==> src/rtl/pipe_hazard_ctrl.sv <==
// Hazard control for a 5-stage pipeline: load-use stall/bubble, branch flush,
// EX operand forwarding, ID-stage write-through bypass and saturating event counters.
module pipe_hazard_ctrl #(
  parameter int REG_AW     = 4,
  parameter int READ_PORTS = 2,
  parameter int CNT_W      = 16,
  parameter int ZERO_REG   = 0
) (
  input  logic                           clock,
  input  logic                           reset,
  input  logic                           hold,
  input  logic                           id_valid,
  input  logic [READ_PORTS*REG_AW-1:0]   id_src,
  input  logic [READ_PORTS-1:0]          id_src_used,
  input  logic [REG_AW-1:0]              id_dst,
  input  logic                           id_regWrite,
  input  logic                           id_memRead,
  input  logic                           ex_branchTaken,
  output logic                           stall,
  output logic                           bubble,
  output logic                           flush,
  output logic [2*READ_PORTS-1:0]        forward,
  output logic [READ_PORTS-1:0]          rf_bypass,
  output logic [CNT_W-1:0]               stall_count,
  output logic [CNT_W-1:0]               flush_count
);

  typedef struct packed {
    logic [REG_AW-1:0] dst;
    logic              reg_write;
    logic              mem_read;
  } rec_t;

  // vld_pipe[0]=EX, [1]=MEM, [2]=WB
  logic [2:0]                      vld_pipe;
  rec_t                            ex_r, mem_r, wb_r;
  logic [READ_PORTS*REG_AW-1:0]    ex_src;
  logic [READ_PORTS-1:0]           ex_used;
  logic [READ_PORTS-1:0]           load_use;
  logic                            hazard;

  // The load flag is only consulted in EX; the WB copy just rides along.
  logic unused_wb_load;
  assign unused_wb_load = wb_r.mem_read;

  function automatic logic hit(input logic wr, input logic [REG_AW-1:0] dst,
                               input logic [REG_AW-1:0] r);
    return wr && (dst == r) && !((ZERO_REG != 0) && (r == '0));
  endfunction

  logic ex_wr, mem_wr, wb_wr;
  assign ex_wr  = vld_pipe[0] & ex_r.reg_write;
  assign mem_wr = vld_pipe[1] & mem_r.reg_write;
  assign wb_wr  = vld_pipe[2] & wb_r.reg_write;

  for (genvar p = 0; p < READ_PORTS; p++) begin : g_port
    logic [REG_AW-1:0] is, es;
    assign is = id_src[p*REG_AW +: REG_AW];
    assign es = ex_src[p*REG_AW +: REG_AW];

    // EX/MEM wins over MEM/WB: it carries the younger write.
    always_comb begin
      forward[2*p +: 2] = 2'd0;
      if (ex_used[p]) begin
        if (hit(mem_wr, mem_r.dst, es))     forward[2*p +: 2] = 2'd2;
        else if (hit(wb_wr, wb_r.dst, es))  forward[2*p +: 2] = 2'd1;
      end
    end

    assign rf_bypass[p] = id_valid & id_src_used[p] & hit(wb_wr, wb_r.dst, is);
    assign load_use[p]  = id_src_used[p] & ex_r.mem_read & hit(ex_wr, ex_r.dst, is);
  end

  assign hazard = id_valid & (|load_use);
  // A taken branch squashes the ID instruction, so its load-use stall is moot.
  assign stall  = reset & (hold | (hazard & ~ex_branchTaken));
  assign bubble = reset & ~hold & (hazard | ex_branchTaken);
  assign flush  = reset & ~hold & ex_branchTaken;

  always_ff @(posedge clock or negedge reset) begin
    if (!reset) begin
      vld_pipe    <= '0;
      ex_r        <= '0;
      mem_r       <= '0;
      wb_r        <= '0;
      ex_src      <= '0;
      ex_used     <= '0;
      stall_count <= '0;
      flush_count <= '0;
    end else if (!hold) begin
      vld_pipe <= {vld_pipe[1:0], id_valid & ~bubble};
      wb_r     <= mem_r;
      mem_r    <= ex_r;
      if (bubble) begin
        ex_r    <= '0;
        ex_src  <= '0;
        ex_used <= '0;
      end else begin
        ex_r.dst       <= id_dst;
        ex_r.reg_write <= id_regWrite;
        ex_r.mem_read  <= id_memRead;
        ex_src         <= id_src;
        ex_used        <= id_src_used;
      end
      if (stall && stall_count != '1) stall_count <= stall_count + CNT_W'(1);
      if (flush && flush_count != '1) flush_count <= flush_count + CNT_W'(1);
    end
  end

endmodule

==> config.mk <==
export PLATFORM = sky130hd
export DESIGN_NAME = pipe_hazard_ctrl
export DESIGN_NICKNAME = d
export VERILOG_FILES = /design/src/rtl/pipe_hazard_ctrl.sv
export SDC_FILE = /design/constraint.sdc
export NUM_CORES = 1
export LEC_CHECK = 0
export ABC_AREA = 1
export CORE_MARGIN = 3
export CORE_UTILIZATION = 53
export DETAILED_ROUTE_END_ITERATION = 8
export GPL_ROUTABILITY_DRIVEN = 1
export GPL_TIMING_DRIVEN = 0
export PLACE_DENSITY = 0.86
export SLEW_MARGIN = 20
export SYNTH_ARGS = -nofsm -noshare
export SYNTH_HDL_FRONTEND = slang
export SYNTH_SLANG_ARGS = --single-unit
export TNS_END_PERCENT = 50
==> constraint.sdc <==
create_clock -name clock -period 2.1 [get_ports clock]
set_input_delay 0.42 -clock clock [delete_from_list [all_inputs] [get_ports clock]]
set_output_delay 0.42 -clock clock [all_outputs]
set_load 0.05 [all_outputs]
### Cells colored by class, run 1

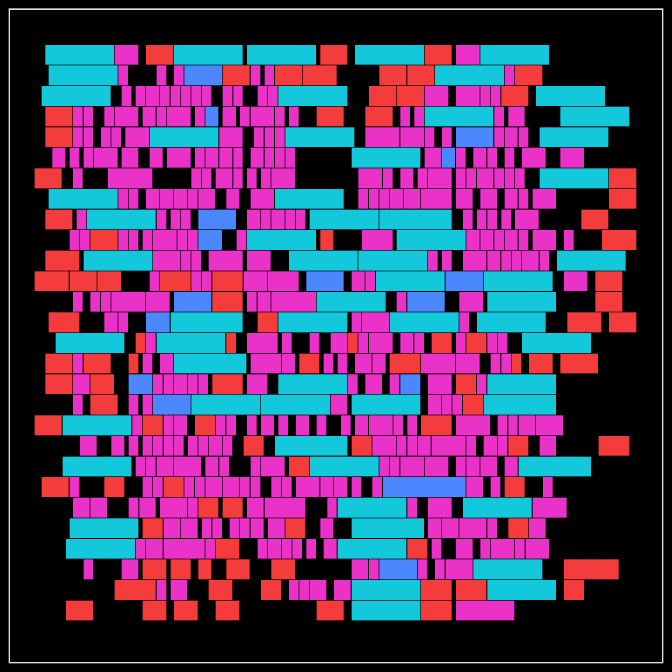
[other buffers and delay cells] red | cells: 94 | share of their area: 19%
[all other logic] magenta | cells: 361 | share of their area: 43%
[flip-flops] cyan | cells: 61 | share of their area: 34%
[clock drivers and dummy loads] blue | cells: 16 | share of their area: 4.4%
Rows: 28
Util after Layout: 76.3%
Final Cell Area: 4620 um^2
core area: 6060 um^2

### Logic cells by family, run 1

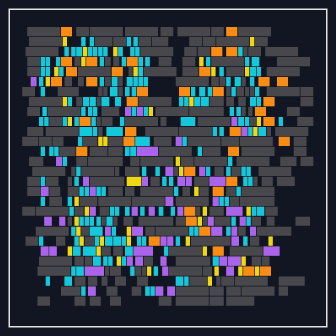
[NAND gates] cyan | cells: 173 | most used: nand2_1
[inverters] yellow | cells: 46 | most used: inv_1
[XOR/XNOR gates] orange | cells: 38 | most used: xor2_1
[inverting AOI/OAI gates] purple | cells: 51 | most used: o21ai_0
final instance count without filler cells: 607
multi-input gate share of total cell area: 37.8%
most frequent logic cell in the layout: nand2_1

### Sequential cells colored by netlist name, run 1

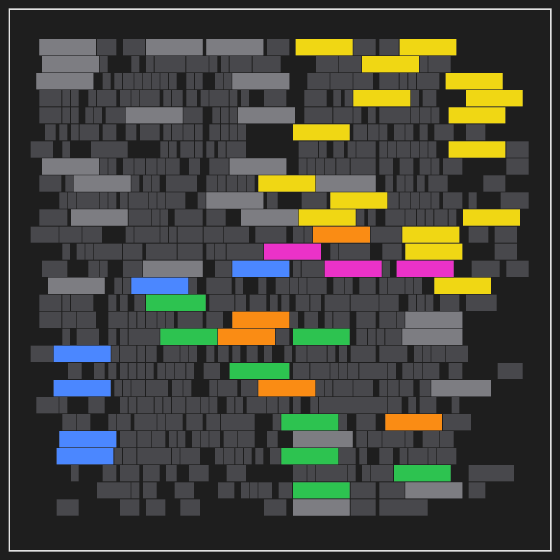
[ex_src] green | sequential cells: 8
[vld_pipe] magenta | sequential cells: 3
[ex_r] blue | sequential cells: 6
[mem_r] orange | sequential cells: 5 | where: center
[flush_count] yellow | sequential cells: 16
not colored: 23
P_seq: 1.40 mW
fraction of area in registers: 33.2%
register area: 1540 um^2

==> flow_summary.ini, run 1 <==
; yosys + openroad results
[run_status]
outcome = complete, but fails checks
violations = hold timing, setup timing

[route]
routedWlPerCell_um = 15.7
drc = 0
vias = 3369

[grt]
grt_pass1_vias = 3200
grt_max_degree = 37

[pwr]
clkPwrFrac_pct = 33.1
power.density_nw_per_um2 = 691
power_leader = registers
p_sw_share_pct = 33.8

[yosys]
ys_types = 35
netlist.area_leader.share_pct = 44.8
yosysChipArea_um2 = 3410
synth_cells = 434

[place]
place_inst = 570

[timing]
hold_violations = 9
fmax_mhz = 445
setup_viol = 7
layout_setup_ws_ns = -0.147
holdWs_ns = -0.0132

[worst_setup_path]
reg2reg_slack_ns = 0.24
critPathTopFamily = buffers and inverters

[final_layout]
num_antenna_cells = 0

[die]
fp-utilization_pct = 56.2
==> run 1: repair_timing <==
item,CTS,global route
resized,100,30
setup endpoints to repair,10,14
hold buffers,0,0
hold endpoints to repair,0,0
setup buffers,14,9
pin swaps,13,16
==> run 1: flip-flops by register name, indices dropped and copies added, names as in the netlist <==
signal and count:
ex_r 6, ex_src 8, ex_used 2, flush_count 16, mem_r 5, stall_count 16, vld_pipe 3, wb_r 5
==> run 1: placed cells by master, fill, tap and decap left out, drive strengths merged <==
| cell type | n |
|---|---|
| nand2 | 147 |
| dfrtp | 61 |
| inv | 47 |
| buf | 38 |
| clkdlybuf4s50 | 33 |
| nor2 | 32 |
| o21ai | 27 |
| xor2 | 21 |
| nand3 | 18 |
| xnor2 | 17 |
| o22ai | 16 |
| clkbuf | 16 |
| dlygate4sd2 | 11 |
| nor3 | 11 |
| nand4 | 8 |
| nor4 | 6 |
| dlymetal6s2s | 5 |
| clkinv | 4 |
| a21oi | 3 |
| ha | 2 |
| a2111oi | 2 |
| a211oi | 1 |
| or2 | 1 |
| a221oi | 1 |
| o2111ai | 1 |
| o21a | 1 |
| bufinv | 1 |
| clkinvlp | 1 |
==> run 1: area by class of cell <==
type	count	area (um^2)	share of cell area (%)
tap	75	93.8	2.03
clock inverter	7	73.8	1.60
inverter	46	180	3.90
sequential	61	1540	33.2
buffer	10	77.6	1.68
timing repair buffer	84	793	17.2
multi-input combinational	315	1750	37.8
clock buffer	9	124	2.68
==> run 1: metal layers <==
metal	global-route usage (%)	routed length, um
met1	36.2	4040
met4	12.1	251
met5	0	0
met3	4.71	753
met2	39.7	4470
### Clock wires, drivers and flops, run 1

The bar under the picture is 20 um long.
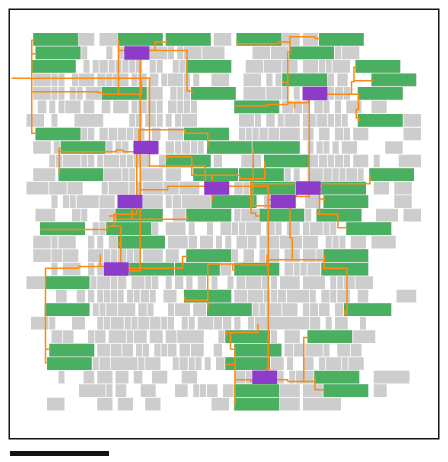

==> run 2: changes to the inputs <==
CTS_CLUSTER_SIZE = 16   (was default)
TNS_END_PERCENT = default   (was 50)
### Clock wires, drivers and flops, run 2

The bar under the picture is 20 um long.
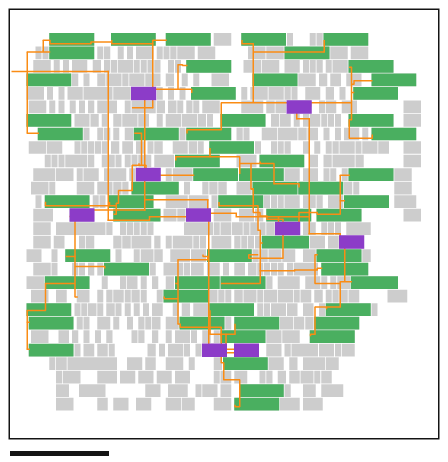
[clock wires] orange | length: 770 um
[cells driving clock nets] purple | count: 9
[flip-flops] green | count: 61
routed clock nets: 10
Latency at later pin: 0.34 ns
Clk. pwr: 985 uW
Clock Skews: 0.0124 ns
clock share of power: 31.9%

==> flow_summary.ini, run 2 <==
; yosys + openroad results
[timing]
layout_setup_ws_ns = -0.0313
fin_crit_sh_pct = 101
holdWs_ns = 0.0764
setup_viol = 4
hold_violations = 0
fmax_mhz = 469

[final_layout]
num_antenna_cells = 0
layout.cells.most_common = nand2_1
logic_area_um2 = 1730
post-route-util_pct = 75.0
largest_registers = flush_count: 16 flops, stall_count: 16 flops, ex_src: 8 flops
lay_top_cells = 141 x nand2_1, 56 x dfrtp_1, 36 x clkdlybuf4s50_1

[pwr]
seq-power_mw = 1.41
power.density_nw_per_um2 = 680
power_leader = registers
p_sw_share_pct = 33.9

[place]
place_inst = 570

[yosys]
ys_types = 35
common_cells = 145 x nand2_1, 61 x dfrtp_1, 42 x inv_1, 29 x nor2_1
yosysChipArea_um2 = 3410
netlist.area_leader.share_pct = 44.8

[grt]
grt_pass1_vias = 3146

[die]
fp-utilization_pct = 56.2
row_count = 28
core_area_um2 = 6060

[route]
drc = 0
vias = 3278
routedWlPerCell_um = 15.3

[worst_setup_path]
reg2reg_slack_ns = 0.20

[run_status]
outcome = complete, but fails checks
violations = setup timing

[min_path]
holdCritPathClass = in2async
### Logic cells by family, run 2

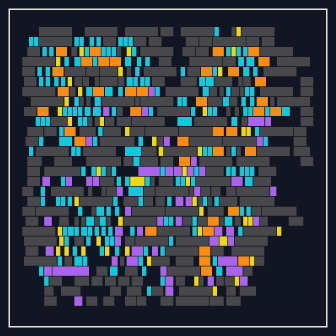
final instance count without filler cells: 600
multi-input gate share of total cell area: 38.0%

## run 2: cell counts after synthesis
Identical to the previous run, type by type.
## run 2: metal layers
layer,vias up,share of wire (%),track usage [%]
met2,142,49,40.0
met5,-,0,0
li1,1577,-,-
met4,0,2.0,10.1
met3,21,7.1,5.00
met1,1538,42,35.9
## run 2: cell type report
class | instances | share of cell area [%]
Multi-Input combinational cell | 315 | 38.0
Sequential cell | 61 | 33.7
Clock inverter | 4 | 0.688
Inverter | 46 | 4.02
Buffer | 10 | 1.71
Clock buffer | 12 | 3.41
Timing Repair Buffer | 77 | 16.4
Tap cell | 75 | 2.06
## run 2: how the worst max path moves through the flow
stage	startpoint	to	slack [ns]
6_report	mem_r[3]$_DFFE_PN0N_	forward[1]	-0.03
5_1_grt	mem_r[3]$_DFFE_PN0N_	forward[1]	-0.14
4_1_cts	ex_r[4]$_DFFE_PN0N_	stall	-0.03
3_5_place_dp	id_src[7]	bubble	-1.19
3_3_place_gp	reset	bubble	-3.08
2_1_floorplan	wb_r[2]$_DFFE_PN0N_	rf_bypass[0]	-0.12
## run 2: kinds of logic (layout without fill, tap and decap cells)
group	Yosys count	after routing	synth area share, %
adders and majority gates	2	2	0.735
buffers and inverters	58	149	7.68
and+or+nand+nor	223	223	28.1
DFF	61	61	44.8
xor gates and xnor gates	38	38	9.77
AOI/OAI and AO/OA	52	52	8.93
## run 2: repair_timing
| item | 4_1_cts | 5_1_grt |
|---|---|---|
| gates resized | 94 | 22 |
| hold buffers | 1 | 0 |
| hold endpoints to repair | 4 | 0 |
| setup buffers | 9 | 6 |
| pin swaps | 9 | 5 |
| setup endpoints to repair | 9 | 22 |
## run 2: critical path: cells and delay by family (launching register included)
kind	cells	cell delay, ns
buf+inv	3	0.34
simple gates	2	0.31
flops	1	0.40
compound gates	3	0.31
Power figures rest on the tool's default switching activity, not on a simulated workload.
